**src/rtl/rv_pipe_pkg.sv**
```systemverilog
// rv_pipe_pkg: opcodes, ALU/immediate enums, control bundle and decode helpers for the RV32I pipeline
package rv_pipe_pkg;
  localparam logic [6:0] OP_R      = 7'b0110011;
  localparam logic [6:0] OP_IMM    = 7'b0010011;
  localparam logic [6:0] OP_LOAD   = 7'b0000011;
  localparam logic [6:0] OP_STORE  = 7'b0100011;
  localparam logic [6:0] OP_BRANCH = 7'b1100011;
  localparam logic [6:0] OP_JAL    = 7'b1101111;
  localparam logic [6:0] OP_JALR   = 7'b1100111;
  localparam logic [6:0] OP_LUI    = 7'b0110111;
  localparam logic [6:0] OP_AUIPC  = 7'b0010111;
  typedef enum logic [3:0] {
    ALU_ADD, ALU_SUB, ALU_SLL, ALU_SLT, ALU_SLTU, ALU_XOR,
    ALU_SRL, ALU_SRA, ALU_OR, ALU_AND, ALU_PASS_B
  } alu_op_e;
  typedef enum logic [2:0] {IMM_NONE, IMM_I, IMM_S, IMM_B, IMM_U, IMM_J} imm_type_e;
  typedef struct packed {
    alu_op_e alu_op;
    logic    alu_src;
    logic    mem_read;
    logic    mem_write;
    logic    reg_write;
    logic    mem_to_reg;
    logic    branch;
    logic    jump;
    logic    illegal;
  } ctrl_t;
  // SUB only exists for R-type; OP-IMM funct7 bit only selects SRAI
  function automatic alu_op_e alu_decode(logic [2:0] f3, logic f7b5, logic is_r);
    return f3 == 3'd0 ? ((is_r & f7b5) ? ALU_SUB : ALU_ADD) :
           f3 == 3'd1 ? ALU_SLL :
           f3 == 3'd2 ? ALU_SLT :
           f3 == 3'd3 ? ALU_SLTU :
           f3 == 3'd4 ? ALU_XOR :
           f3 == 3'd5 ? (f7b5 ? ALU_SRA : ALU_SRL) :
           f3 == 3'd6 ? ALU_OR : ALU_AND;
  endfunction
  function automatic ctrl_t decode(logic [31:0] instr);
    ctrl_t c;
    c = '0;
    case (instr[6:0])
      OP_R: begin
        c.alu_op    = alu_decode(instr[14:12], instr[30], 1'b1);
        c.reg_write = 1'b1;
      end
      OP_IMM: begin
        c.alu_op    = alu_decode(instr[14:12], instr[30], 1'b0);
        c.alu_src   = 1'b1;
        c.reg_write = 1'b1;
      end
      OP_LOAD: begin
        c.alu_src    = 1'b1;
        c.mem_read   = 1'b1;
        c.reg_write  = 1'b1;
        c.mem_to_reg = 1'b1;
      end
      OP_STORE: begin
        c.alu_src   = 1'b1;
        c.mem_write = 1'b1;
      end
      OP_BRANCH: begin
        c.alu_op = ALU_SUB;
        c.branch = 1'b1;
      end
      OP_JAL, OP_JALR: begin
        c.alu_src   = 1'b1;
        c.reg_write = 1'b1;
        c.jump      = 1'b1;
      end
      OP_LUI: begin
        c.alu_op    = ALU_PASS_B;
        c.alu_src   = 1'b1;
        c.reg_write = 1'b1;
      end
      OP_AUIPC: begin
        c.alu_src   = 1'b1;
        c.reg_write = 1'b1;
      end
      default: begin
        c.alu_src = 1'b1;
        c.illegal = 1'b1;
      end
    endcase
    c.reg_write = c.reg_write & (instr[11:7] != 5'd0);
    return c;
  endfunction
  function automatic imm_type_e imm_type(logic [6:0] op);
    return (op == OP_IMM || op == OP_LOAD || op == OP_JALR) ? IMM_I :
           op == OP_STORE ? IMM_S :
           op == OP_BRANCH ? IMM_B :
           (op == OP_LUI || op == OP_AUIPC) ? IMM_U :
           op == OP_JAL ? IMM_J : IMM_NONE;
  endfunction
endpackage

```
**src/rtl/id_ex_stage_if.sv**
```systemverilog
// id_ex_stage_if: IF/ID inputs, register-file port, pipeline control and ID/EX outputs
interface id_ex_stage_if #(parameter int XLEN = 32, parameter int NREG_BITS = 5);
  import rv_pipe_pkg::*;
  logic                 if_id_valid;
  logic [XLEN-1:0]      if_id_pc;
  logic [31:0]          if_id_instr;
  logic [NREG_BITS-1:0] rs1_addr;
  logic [NREG_BITS-1:0] rs2_addr;
  logic [XLEN-1:0]      rs1_data;
  logic [XLEN-1:0]      rs2_data;
  logic                 flush;
  logic                 hold;
  logic                 stall_if;
  logic                 ex_valid;
  logic [XLEN-1:0]      ex_pc;
  logic [XLEN-1:0]      ex_rs1_data;
  logic [XLEN-1:0]      ex_rs2_data;
  logic [XLEN-1:0]      ex_imm;
  logic [NREG_BITS-1:0] ex_rd;
  logic [NREG_BITS-1:0] ex_rs1;
  logic [NREG_BITS-1:0] ex_rs2;
  alu_op_e              ex_alu_op;
  logic                 ex_alu_src;
  logic                 ex_mem_read;
  logic                 ex_mem_write;
  logic                 ex_reg_write;
  logic                 ex_mem_to_reg;
  logic                 ex_branch;
  logic                 ex_jump;
  logic                 ex_illegal;
  modport master (
    output if_id_valid, if_id_pc, if_id_instr, rs1_data, rs2_data, flush, hold,
    input  rs1_addr, rs2_addr, stall_if, ex_valid, ex_pc, ex_rs1_data, ex_rs2_data, ex_imm,
           ex_rd, ex_rs1, ex_rs2, ex_alu_op, ex_alu_src, ex_mem_read, ex_mem_write,
           ex_reg_write, ex_mem_to_reg, ex_branch, ex_jump, ex_illegal
  );
  modport slave (
    input  if_id_valid, if_id_pc, if_id_instr, rs1_data, rs2_data, flush, hold,
    output rs1_addr, rs2_addr, stall_if, ex_valid, ex_pc, ex_rs1_data, ex_rs2_data, ex_imm,
           ex_rd, ex_rs1, ex_rs2, ex_alu_op, ex_alu_src, ex_mem_read, ex_mem_write,
           ex_reg_write, ex_mem_to_reg, ex_branch, ex_jump, ex_illegal
  );
endinterface

```
**src/rtl/rv_imm_gen.sv**
```systemverilog
// rv_imm_gen: combinational I/S/B/U/J immediate extraction, sign-extended to XLEN
module rv_imm_gen import rv_pipe_pkg::*; #(
  parameter int XLEN = 32
) (
  input  logic [31:7]     instr_i,
  input  imm_type_e       imm_type_i,
  output logic [XLEN-1:0] imm_o
);
  logic [31:0] imm32;
  always_comb
    imm32 = imm_type_i == IMM_I ? {{20{instr_i[31]}}, instr_i[31:20]} :
            imm_type_i == IMM_S ? {{20{instr_i[31]}}, instr_i[31:25], instr_i[11:7]} :
            imm_type_i == IMM_B ? {{20{instr_i[31]}}, instr_i[7], instr_i[30:25], instr_i[11:8], 1'b0} :
            imm_type_i == IMM_U ? {instr_i[31:12], 12'd0} :
            imm_type_i == IMM_J ? {{12{instr_i[31]}}, instr_i[19:12], instr_i[20], instr_i[30:21], 1'b0} :
            32'd0;
  assign imm_o = {{(XLEN-31){imm32[31]}}, imm32[30:0]};
endmodule

```
**src/rtl/id_ex_stage.sv**
```systemverilog
// id_ex_stage: RV32I decode back half + ID/EX register with load-use bubble, flush and hold.
// Define ID_EX_PERF_CNT_EN to add bubble/flush performance counters.
module id_ex_stage import rv_pipe_pkg::*; #(
  parameter int XLEN      = 32,
  parameter int NREG_BITS = 5
) (
  input  logic          clock,
  input  logic          reset,
  id_ex_stage_if.slave  bus
`ifdef ID_EX_PERF_CNT_EN
  ,
  output logic [31:0]   perf_bubble_cnt,
  output logic [31:0]   perf_flush_cnt
`endif
);
  logic [31:0]          instr;
  logic [6:0]           op;
  ctrl_t                ctrl_dec, ctrl_q, ctrl_d;
  logic [XLEN-1:0]      imm;
  logic                 valid_q, valid_d;
  logic [XLEN-1:0]      pc_q, pc_d, rs1_data_q, rs1_data_d, rs2_data_q, rs2_data_d, imm_q, imm_d;
  logic [NREG_BITS-1:0] rd_q, rd_d, rs1_q, rs1_d, rs2_q, rs2_d;
  logic                 rs1_used, rs2_used, hazard;
  assign instr        = bus.if_id_instr;
  assign op           = instr[6:0];
  assign ctrl_dec     = decode(instr);
  assign bus.rs1_addr = NREG_BITS'(instr[19:15]);
  assign bus.rs2_addr = NREG_BITS'(instr[24:20]);
  rv_imm_gen #(.XLEN(XLEN)) u_imm_gen (
    .instr_i    (instr[31:7]),
    .imm_type_i (imm_type(op)),
    .imm_o      (imm)
  );
  assign rs1_used = !(op == OP_LUI || op == OP_AUIPC || op == OP_JAL);
  assign rs2_used = op == OP_R || op == OP_STORE || op == OP_BRANCH;
  // rd != 0 keeps x0 out of hazard detection
  assign hazard = valid_q & ctrl_q.mem_read & (rd_q != '0) & bus.if_id_valid &
                  ((rs1_used & (rd_q == bus.rs1_addr)) | (rs2_used & (rd_q == bus.rs2_addr)));
  assign bus.stall_if = reset & ~bus.flush & (bus.hold | hazard);
  always_comb begin
    valid_d    = valid_q;
    pc_d       = pc_q;
    rs1_data_d = rs1_data_q;
    rs2_data_d = rs2_data_q;
    imm_d      = imm_q;
    rd_d       = rd_q;
    rs1_d      = rs1_q;
    rs2_d      = rs2_q;
    ctrl_d     = ctrl_q;
    if (bus.flush || (!bus.hold && hazard)) begin
      valid_d = 1'b0;
      ctrl_d  = '0;
    end else if (!bus.hold) begin
      valid_d    = bus.if_id_valid;
      pc_d       = bus.if_id_pc;
      rs1_data_d = bus.rs1_data;
      rs2_data_d = bus.rs2_data;
      imm_d      = imm;
      rd_d       = NREG_BITS'(instr[11:7]);
      rs1_d      = bus.rs1_addr;
      rs2_d      = bus.rs2_addr;
      ctrl_d     = bus.if_id_valid ? ctrl_dec : '0;
    end
  end
  always_ff @(posedge clock) begin
    if (!reset) begin
      valid_q    <= 1'b0;
      pc_q       <= '0;
      rs1_data_q <= '0;
      rs2_data_q <= '0;
      imm_q      <= '0;
      rd_q       <= '0;
      rs1_q      <= '0;
      rs2_q      <= '0;
      ctrl_q     <= '0;
    end else begin
      valid_q    <= valid_d;
      pc_q       <= pc_d;
      rs1_data_q <= rs1_data_d;
      rs2_data_q <= rs2_data_d;
      imm_q      <= imm_d;
      rd_q       <= rd_d;
      rs1_q      <= rs1_d;
      rs2_q      <= rs2_d;
      ctrl_q     <= ctrl_d;
    end
  end
  assign bus.ex_valid      = valid_q;
  assign bus.ex_pc         = pc_q;
  assign bus.ex_rs1_data   = rs1_data_q;
  assign bus.ex_rs2_data   = rs2_data_q;
  assign bus.ex_imm        = imm_q;
  assign bus.ex_rd         = rd_q;
  assign bus.ex_rs1        = rs1_q;
  assign bus.ex_rs2        = rs2_q;
  assign bus.ex_alu_op     = ctrl_q.alu_op;
  assign bus.ex_alu_src    = ctrl_q.alu_src;
  assign bus.ex_mem_read   = ctrl_q.mem_read;
  assign bus.ex_mem_write  = ctrl_q.mem_write;
  assign bus.ex_reg_write  = ctrl_q.reg_write;
  assign bus.ex_mem_to_reg = ctrl_q.mem_to_reg;
  assign bus.ex_branch     = ctrl_q.branch;
  assign bus.ex_jump       = ctrl_q.jump;
  assign bus.ex_illegal    = ctrl_q.illegal;
`ifdef ID_EX_PERF_CNT_EN
  logic [31:0] bubble_cnt_q, bubble_cnt_d, flush_cnt_q, flush_cnt_d;
  always_comb begin
    bubble_cnt_d = bubble_cnt_q + {31'd0, ~bus.flush & ~bus.hold & hazard};
    flush_cnt_d  = flush_cnt_q + {31'd0, bus.flush};
  end
  always_ff @(posedge clock) begin
    if (!reset) begin
      bubble_cnt_q <= '0;
      flush_cnt_q  <= '0;
    end else begin
      bubble_cnt_q <= bubble_cnt_d;
      flush_cnt_q  <= flush_cnt_d;
    end
  end
  assign perf_bubble_cnt = bubble_cnt_q;
  assign perf_flush_cnt  = flush_cnt_q;
`endif
endmodule

```
**src/flat_wrapper.sv**
```systemverilog
// flat-port wrapper written by rule: the top's interface ports become plain ports
module id_ex_stage_flat import rv_pipe_pkg::*;
#(
  parameter int XLEN      = 32,
  parameter int NREG_BITS = 5
)
  (clock, reset, bus_if_id_valid, bus_if_id_pc, bus_if_id_instr, bus_rs1_data, bus_rs2_data, bus_flush, bus_hold, bus_rs1_addr, bus_rs2_addr, bus_stall_if, bus_ex_valid, bus_ex_pc, bus_ex_rs1_data, bus_ex_rs2_data, bus_ex_imm, bus_ex_rd, bus_ex_rs1, bus_ex_rs2, bus_ex_alu_op, bus_ex_alu_src, bus_ex_mem_read, bus_ex_mem_write, bus_ex_reg_write, bus_ex_mem_to_reg, bus_ex_branch, bus_ex_jump, bus_ex_illegal);
  id_ex_stage_if #(.XLEN(XLEN), .NREG_BITS(NREG_BITS)) bus_i ();
  input  logic clock;
  input  logic reset;
  input wire logic [$bits(bus_i.if_id_valid)-1:0] bus_if_id_valid;
  input wire logic [$bits(bus_i.if_id_pc)-1:0] bus_if_id_pc;
  input wire logic [$bits(bus_i.if_id_instr)-1:0] bus_if_id_instr;
  input wire logic [$bits(bus_i.rs1_data)-1:0] bus_rs1_data;
  input wire logic [$bits(bus_i.rs2_data)-1:0] bus_rs2_data;
  input wire logic [$bits(bus_i.flush)-1:0] bus_flush;
  input wire logic [$bits(bus_i.hold)-1:0] bus_hold;
  output wire logic [$bits(bus_i.rs1_addr)-1:0] bus_rs1_addr;
  output wire logic [$bits(bus_i.rs2_addr)-1:0] bus_rs2_addr;
  output wire logic [$bits(bus_i.stall_if)-1:0] bus_stall_if;
  output wire logic [$bits(bus_i.ex_valid)-1:0] bus_ex_valid;
  output wire logic [$bits(bus_i.ex_pc)-1:0] bus_ex_pc;
  output wire logic [$bits(bus_i.ex_rs1_data)-1:0] bus_ex_rs1_data;
  output wire logic [$bits(bus_i.ex_rs2_data)-1:0] bus_ex_rs2_data;
  output wire logic [$bits(bus_i.ex_imm)-1:0] bus_ex_imm;
  output wire logic [$bits(bus_i.ex_rd)-1:0] bus_ex_rd;
  output wire logic [$bits(bus_i.ex_rs1)-1:0] bus_ex_rs1;
  output wire logic [$bits(bus_i.ex_rs2)-1:0] bus_ex_rs2;
  output wire logic [$bits(bus_i.ex_alu_op)-1:0] bus_ex_alu_op;
  output wire logic [$bits(bus_i.ex_alu_src)-1:0] bus_ex_alu_src;
  output wire logic [$bits(bus_i.ex_mem_read)-1:0] bus_ex_mem_read;
  output wire logic [$bits(bus_i.ex_mem_write)-1:0] bus_ex_mem_write;
  output wire logic [$bits(bus_i.ex_reg_write)-1:0] bus_ex_reg_write;
  output wire logic [$bits(bus_i.ex_mem_to_reg)-1:0] bus_ex_mem_to_reg;
  output wire logic [$bits(bus_i.ex_branch)-1:0] bus_ex_branch;
  output wire logic [$bits(bus_i.ex_jump)-1:0] bus_ex_jump;
  output wire logic [$bits(bus_i.ex_illegal)-1:0] bus_ex_illegal;
  assign bus_i.if_id_valid = bus_if_id_valid;
  assign bus_i.if_id_pc = bus_if_id_pc;
  assign bus_i.if_id_instr = bus_if_id_instr;
  assign bus_i.rs1_data = bus_rs1_data;
  assign bus_i.rs2_data = bus_rs2_data;
  assign bus_i.flush = bus_flush;
  assign bus_i.hold = bus_hold;
  assign bus_rs1_addr = bus_i.rs1_addr;
  assign bus_rs2_addr = bus_i.rs2_addr;
  assign bus_stall_if = bus_i.stall_if;
  assign bus_ex_valid = bus_i.ex_valid;
  assign bus_ex_pc = bus_i.ex_pc;
  assign bus_ex_rs1_data = bus_i.ex_rs1_data;
  assign bus_ex_rs2_data = bus_i.ex_rs2_data;
  assign bus_ex_imm = bus_i.ex_imm;
  assign bus_ex_rd = bus_i.ex_rd;
  assign bus_ex_rs1 = bus_i.ex_rs1;
  assign bus_ex_rs2 = bus_i.ex_rs2;
  assign bus_ex_alu_op = bus_i.ex_alu_op;
  assign bus_ex_alu_src = bus_i.ex_alu_src;
  assign bus_ex_mem_read = bus_i.ex_mem_read;
  assign bus_ex_mem_write = bus_i.ex_mem_write;
  assign bus_ex_reg_write = bus_i.ex_reg_write;
  assign bus_ex_mem_to_reg = bus_i.ex_mem_to_reg;
  assign bus_ex_branch = bus_i.ex_branch;
  assign bus_ex_jump = bus_i.ex_jump;
  assign bus_ex_illegal = bus_i.ex_illegal;
  id_ex_stage #(.XLEN(XLEN), .NREG_BITS(NREG_BITS)) u_core (.clock(clock), .reset(reset), .bus(bus_i));
endmodule
```
**config.mk**
```make
export PLATFORM = sky130hd
export DESIGN_NAME = id_ex_stage_flat
export DESIGN_NICKNAME = d
export VERILOG_FILES = /design/src/rtl/rv_pipe_pkg.sv /design/src/rtl/id_ex_stage_if.sv /design/src/rtl/rv_imm_gen.sv /design/src/rtl/id_ex_stage.sv /design/src/flat_wrapper.sv
export SDC_FILE = /design/constraint.sdc
export NUM_CORES = 1
export LEC_CHECK = 0
export CORE_MARGIN = 2
export CORE_UTILIZATION = 39
export DETAILED_ROUTE_END_ITERATION = 10
export PLACE_DENSITY = 0.74
export SLEW_MARGIN = 20
export SYNTH_ARGS = -nofsm -noshare
export SYNTH_HDL_FRONTEND = slang
export SYNTH_HIERARCHICAL = 1
export SYNTH_SLANG_ARGS = --single-unit
```
**constraint.sdc**
```tcl
create_clock -name clock -period 2.74 [get_ports clock]
set_input_delay 0.685 -clock clock [delete_from_list [all_inputs] [get_ports clock]]
set_output_delay 0.685 -clock clock [all_outputs]
set_load 0.02 [all_outputs]
```
Run 1, routed metal per tile:
The bar under the picture is 50 um long. 28 x 28 tiles, from white (low) to dark blue (high), scaled to the fullest tile. Values are wire area over tile area, all layers added.
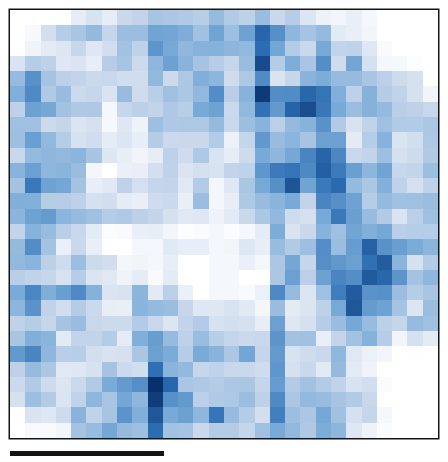
mean over tiles: 0.18
nearly empty tiles: 6.9%
fullest tile: 0.58
densest ninth of the die: east
tiles over half the peak: 17%
Avg WL per Cell: 15.8 um
final wirelength: 21500 um
total track usage: 21.8%
vias: 6596

Run 1, layout detail:
Window x 49 to 89, y 49 to 89 um. Cells in grey, sequential cells in the stronger grey; small squares are vias.
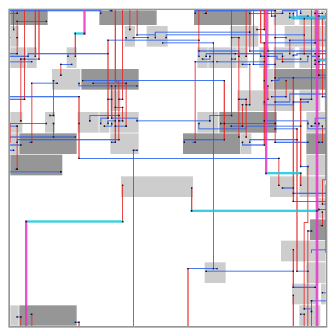
[cyan] metal 3
[red] metal 2
[blue] metal 1
[magenta] metal 4
netlist names of flops here include: `u_core/bus.ex_imm` (3), `u_core/bus.ex_rs2` (3), `u_core/bus.ex_rs1` (2)
most frequent: nand2_1 (14), dfxtp_1 (9)
sequential cells in the window: 10
cells with their middle in the window: 47

==> deck_impl_summary.md, run 1 <==
Key Metrics from the Run

Critical path
  – Worst path top cell family by delay: simple AND/OR/NAND/NOR gates
  – Worst setup endpoint: bus_stall_if
  – Worst EP required: 2.06 ns
  – CP max-delay cell: nor4_4
  – Critical path buffer and inverter count: 2
  – Register-to-Register Path Depth: 9

Layout
  – NonClk Buf Share: a little under a third
  – Dominant logic cell type in the layout: nand2_1
  – Finished Layout Cells: 1365
  – Layout cells sized above 1: 11.5%
  – #MultiIn Comb: approximately 590
  – Final instance area: 11100 um^2
  – Nets: 1256

Route
  – DR iter-0 viols: 375
  – DR top layer: met4
  – DRC viols: 0

Clocking
  – H-tree depth: 4
  – CTS tree: done

Power and ir drop
  – Clk. pwr: 2560 uW
  – Maximum VDD drop: 0.000407 V
  – NetSw: 1470 uW
  – Part of the power in registers: 40.4%
  – Sequential group power: 2390 uW
  – Comb group: just under 1000 uW

Global routing
  – Met2 GRT Util: between 30% and 40%
  – Vias in the first global route: 6380
  – Grt ovf: 0
  – Largest net degree at the start of global routing: about 170

Timing
  – Setup TNS Final: 0 ns
  – Max-slew violation count: 0
  – RSZ-0062 raised after global routing: no
  – Final Hold Vio Count: 0

Logic synthesis
  – Post-synth EDFFs: 0
  – XOR/XNOR Area Share: 1.24%
  – Most common cell in the netlist: nand2_1
  – # Cells Yosys: 815
  – Syn avg cell area: 8.69 um^2
  – Top cells by area: dfxtp_1 44%, mux2i_1 21%, nand2_1 16%
  – Mapped Area: 7080 um^2

Place
  – Routability cong.: 0.850
  – Placed cell area: 10400 um^2
  – Hpwl dp: approximately 15000 um
  – Pre-CTS WS: -0.402 ns
  – Port Buffers: ~300

Floorplan
  – Fp_density: between 30% and 40%
  – Die height: 139 um

Run status
  – Status: complete, no violations

Hold path
  – Endpoint, Worst Hold: u_core/bus.ex_pc[7]
Run 1, clock wires, drivers and flops:
The bar under the picture is 50 um long.
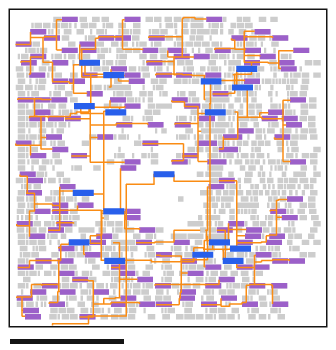
[purple] flip-flops | count: 155
[orange] clock wires | length: 2110 um
[blue] clock drivers | count: 17
flops lie: all over the die
clock share of power: 43.3%
Late-Pin Clk Latency: 0.43 ns

Run 1, clock nets:
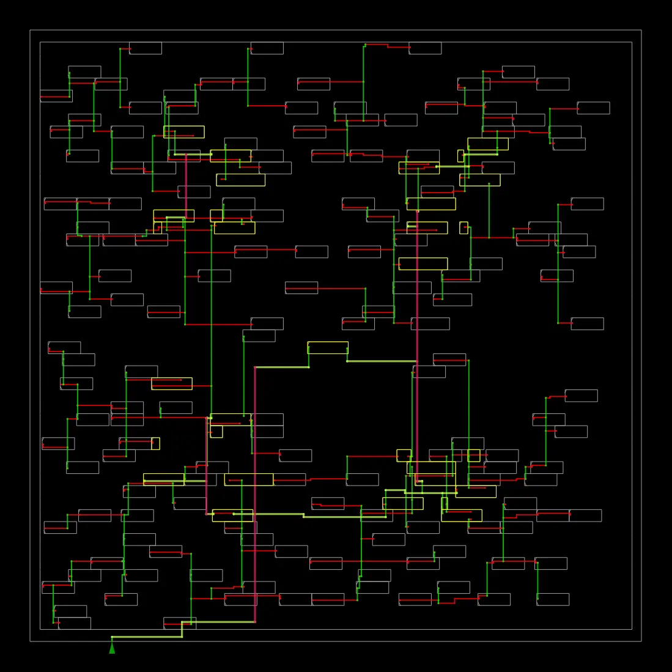
TritonCTS buffer count: 17
clock net sink count: 155
registers: 155

==> run 2: changes to the inputs <==
--- a/config.mk
+++ b/config.mk
@@ -5,10 +5,11 @@
 export SDC_FILE = /design/constraint.sdc
 export NUM_CORES = 1
 export LEC_CHECK = 0
+export ABC_AREA = 1
 export CORE_MARGIN = 2
-export CORE_UTILIZATION = 39
+export CORE_UTILIZATION = 40
 export DETAILED_ROUTE_END_ITERATION = 10
-export PLACE_DENSITY = 0.74
+export PLACE_DENSITY = 0.72
 export SLEW_MARGIN = 20
 export SYNTH_ARGS = -nofsm -noshare
 export SYNTH_HDL_FRONTEND = slang
Run 2, routed metal per tile:
The bar under the picture is 50 um long. 30 x 30 tiles, from white (low) to dark blue (high), scaled to the fullest tile. Values are wire area over tile area, all layers added.
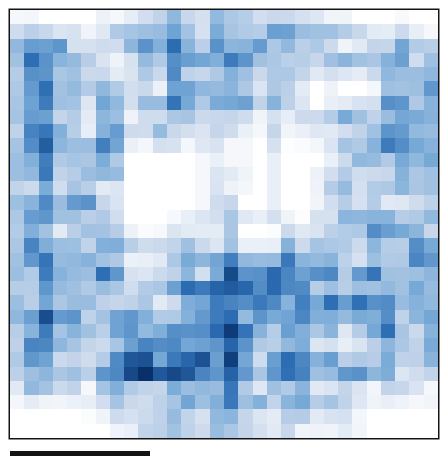
mean over tiles: 0.19
densest ninth of the die: south
nearly empty tiles: 8.8%
vias: 9381
final wirelength: 27400 um
total track usage: 23.0%
Avg WL per Cell: 13.3 um

Run 2, layout detail:
Window x 56 to 96, y 56 to 96 um. Cells in grey, sequential cells in the stronger grey; small squares are vias.
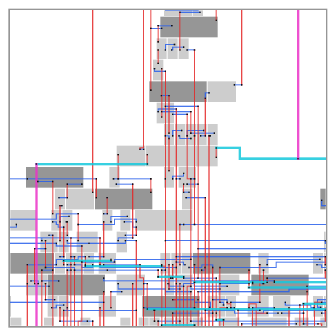
[cyan] metal 3
[red] metal 2
[magenta] metal 4
[blue] metal 1
netlist names of flops here include: `u_core/bus.ex_rd` (5), `u_core/bus.ex_rs2` (4)
sequential cells in the window: 9
most frequent: nand2_1 (14), inv_1 (13), dfxtp_1 (9)
cells with their middle in the window: 60

==> deck_impl_summary.md, run 2 <==
Key Metrics from the Run

Run status
  – Status: complete, no violations

Critical path
  – Worst setup endpoint: bus_stall_if
  – CP max-delay cell: clkdlybuf4s50_1
  – Register-to-Register Path Depth: 11 (+2)
  – Worst path top cell family by delay: buffers and inverters

Layout
  – Layout cells sized above 1: 7.45% (-4.0 points)
  – Registers: 155 (unchanged)
  – Dominant logic cell type in the layout: inv_1
  – Final instance area: 12800 um^2 (+15%)
  – NonClk Buf Share: 27.2% (-3.9 points)
  – Finished Layout Cells: 2051 (+50%)

Global routing
  – Largest net degree at the start of global routing: 144 (-14%)
  – Vias in the first global route: 8489 (+33%)
  – Grt ovf: 0 (unchanged)
  – Met2 GRT Util: 37.7% (+0.16 points)

Power and ir drop
  – Part of the power in registers: 37.9% (-2.5 points)
  – Clock share of power: 40.5% (-2.8 points)
  – Clk. pwr: 2640 uW (+3%)

Timing
  – Final Hold Vio Count: 0 (unchanged)
  – Max-slew violation count: 0 (unchanged)
  – RSZ-0062 raised after global routing: no

Clocking
  – TritonCTS buffer count: 17 (unchanged)
  – H-tree depth: 4 (unchanged)
  – Late-Pin Clk Latency: 0.42 ns (about the same)
  – CTS tree: done
  – Clock net sink count: 155 (unchanged)

Logic synthesis
  – # Cells Yosys: 1479 (+81%)
  – Post-synth EDFFs: 0 (unchanged)
  – Top cells by area: dfxtp_1 35%, inv_1 19%, nand2_1 15%
  – XOR/XNOR Area Share: 0.695% (-0.54 points)

Place
  – Routability cong.: 0.902 (+6.2%)
  – Hpwl dp: 18700 um (+21%)

Hold path
  – Endpoint, Worst Hold: u_core/bus.ex_alu_src

Route
  – DR iter-0 viols: 630 (+68%)
==> run 3: changes to the inputs <==
--- a/config.mk
+++ b/config.mk
@@ -15,3 +15,4 @@
 export SYNTH_HDL_FRONTEND = slang
 export SYNTH_HIERARCHICAL = 1
 export SYNTH_SLANG_ARGS = --single-unit
+export TNS_END_PERCENT = 20
Run 3, routed metal per tile:
The bar under the picture is 50 um long. 30 x 30 tiles, from white (low) to dark blue (high), scaled to the fullest tile. Values are wire area over tile area, all layers added.
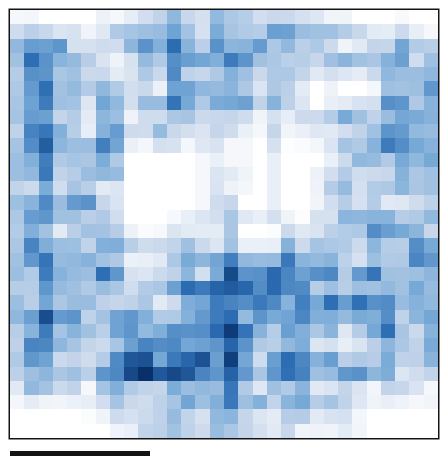

Run 3, layout detail:
Window x 56 to 96, y 56 to 96 um. Cells in grey, sequential cells in the stronger grey; small squares are vias.
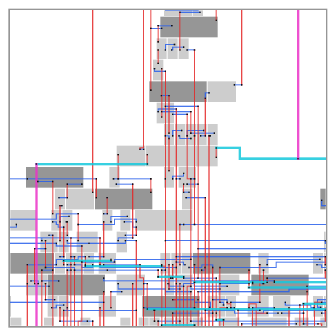
[magenta] metal 4
[blue] metal 1
[cyan] metal 3
[red] metal 2
netlist names of flops here include: `u_core/bus.ex_rd` (5), `u_core/bus.ex_rs2` (4)
cells with their middle in the window: 60
sequential cells in the window: 9
most frequent: nand2_1 (14), inv_1 (13), dfxtp_1 (9)

==> deck_impl_summary.md, run 3 <==
Key Metrics from the Run

Timing
  – Final Hold Vio Count: 0 (unchanged)
  – Hold Slack: 0.473 ns
  – RSZ-0062 raised after global routing: no
  – Max-slew violation count: 0 (unchanged)

Power and ir drop
  – Part of the power in registers: 37.9% (about the same)
  – Clock share of power: 40.5% (about the same)
  – Clk. pwr: 2640 uW (about the same)

Clocking
  – Root buffer cell: clkbuf_16
  – H-tree depth: 4 (unchanged)
  – TritonCTS buffer count: 17 (unchanged)
  – Clock net sink count: 155 (unchanged)

Global routing
  – Largest net degree at the start of global routing: 144 (unchanged)
  – Vias in the first global route: 8489 (unchanged)
  – Total track usage: 23.0% (unchanged)
  – Grt ovf: 0 (unchanged)
  – First-pass GRT wire length: about 44000 um
  – Met2 GRT Util: 37.7% (unchanged)
  – Initial antenna violation count: 0

Place
  – Routability cong.: 0.902 (unchanged)
  – Hpwl dp: 18700 um (unchanged)

Route
  – DR iter-0 viols: 630 (unchanged)
  – Vias: 9381 (unchanged)
  – Final wirelength: 27400 um (unchanged)
  – Avg WL per Cell: 13.3 um (unchanged)

Layout
  – #MultiIn Comb: 769
  – Final instance area: 12800 um^2 (unchanged)
  – Registers: 155 (unchanged)
  – Non-clock buffers: around 360
  – Finished Layout Cells: 2051 (unchanged)
  – Layout cells sized above 1: 7.45% (unchanged)
  – NonClk Buf Share: 27.2% (unchanged)

Critical path
  – Worst path top cell family by delay: buffers and inverters
  – Crit-path cells: clkdlybuf4s50_1 -> xor2_1 -> a21oi_2 -> nand3_2 -> nand2_2 -> nand2_4 -> a21oi_4 -> buf_6
  – Register-to-Register Path Depth: 11 (unchanged)
  – Worst setup endpoint: bus_stall_if
  – CP max-delay cell: clkdlybuf4s50_1

Job
  – # Max-Cap Violations: 0

Logic synthesis
  – # Cells Yosys: 1479 (unchanged)
  – Post-synth ARST share: 0%
  – Top cells by area: dfxtp_1 35%, inv_1 19%, nand2_1 15%
  – XOR/XNOR Area Share: 0.695% (unchanged)
  – Post-synth EDFFs: 0 (unchanged)

Run status
  – Status: complete, no violations

==> screenshots <==
M3 wires.
Plate I
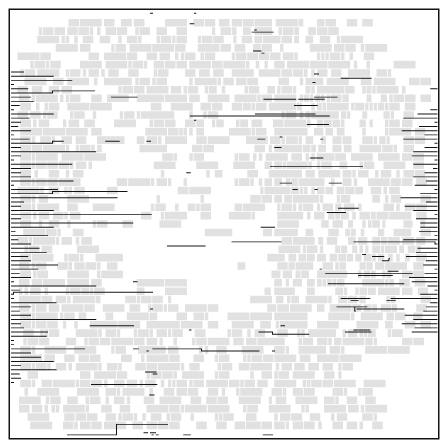
Plate II
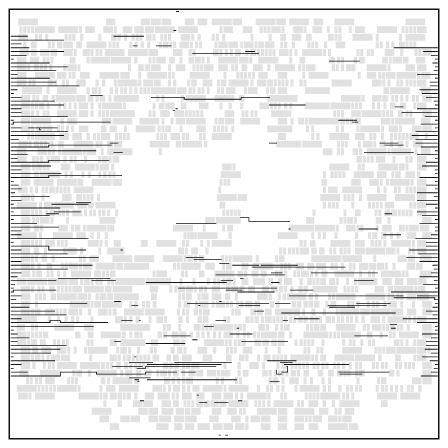
| from | picture |
|---|---|
| run 3 | Plate II |
| run 1 | Plate I |

Power is estimated from default activity; no workload was simulated.
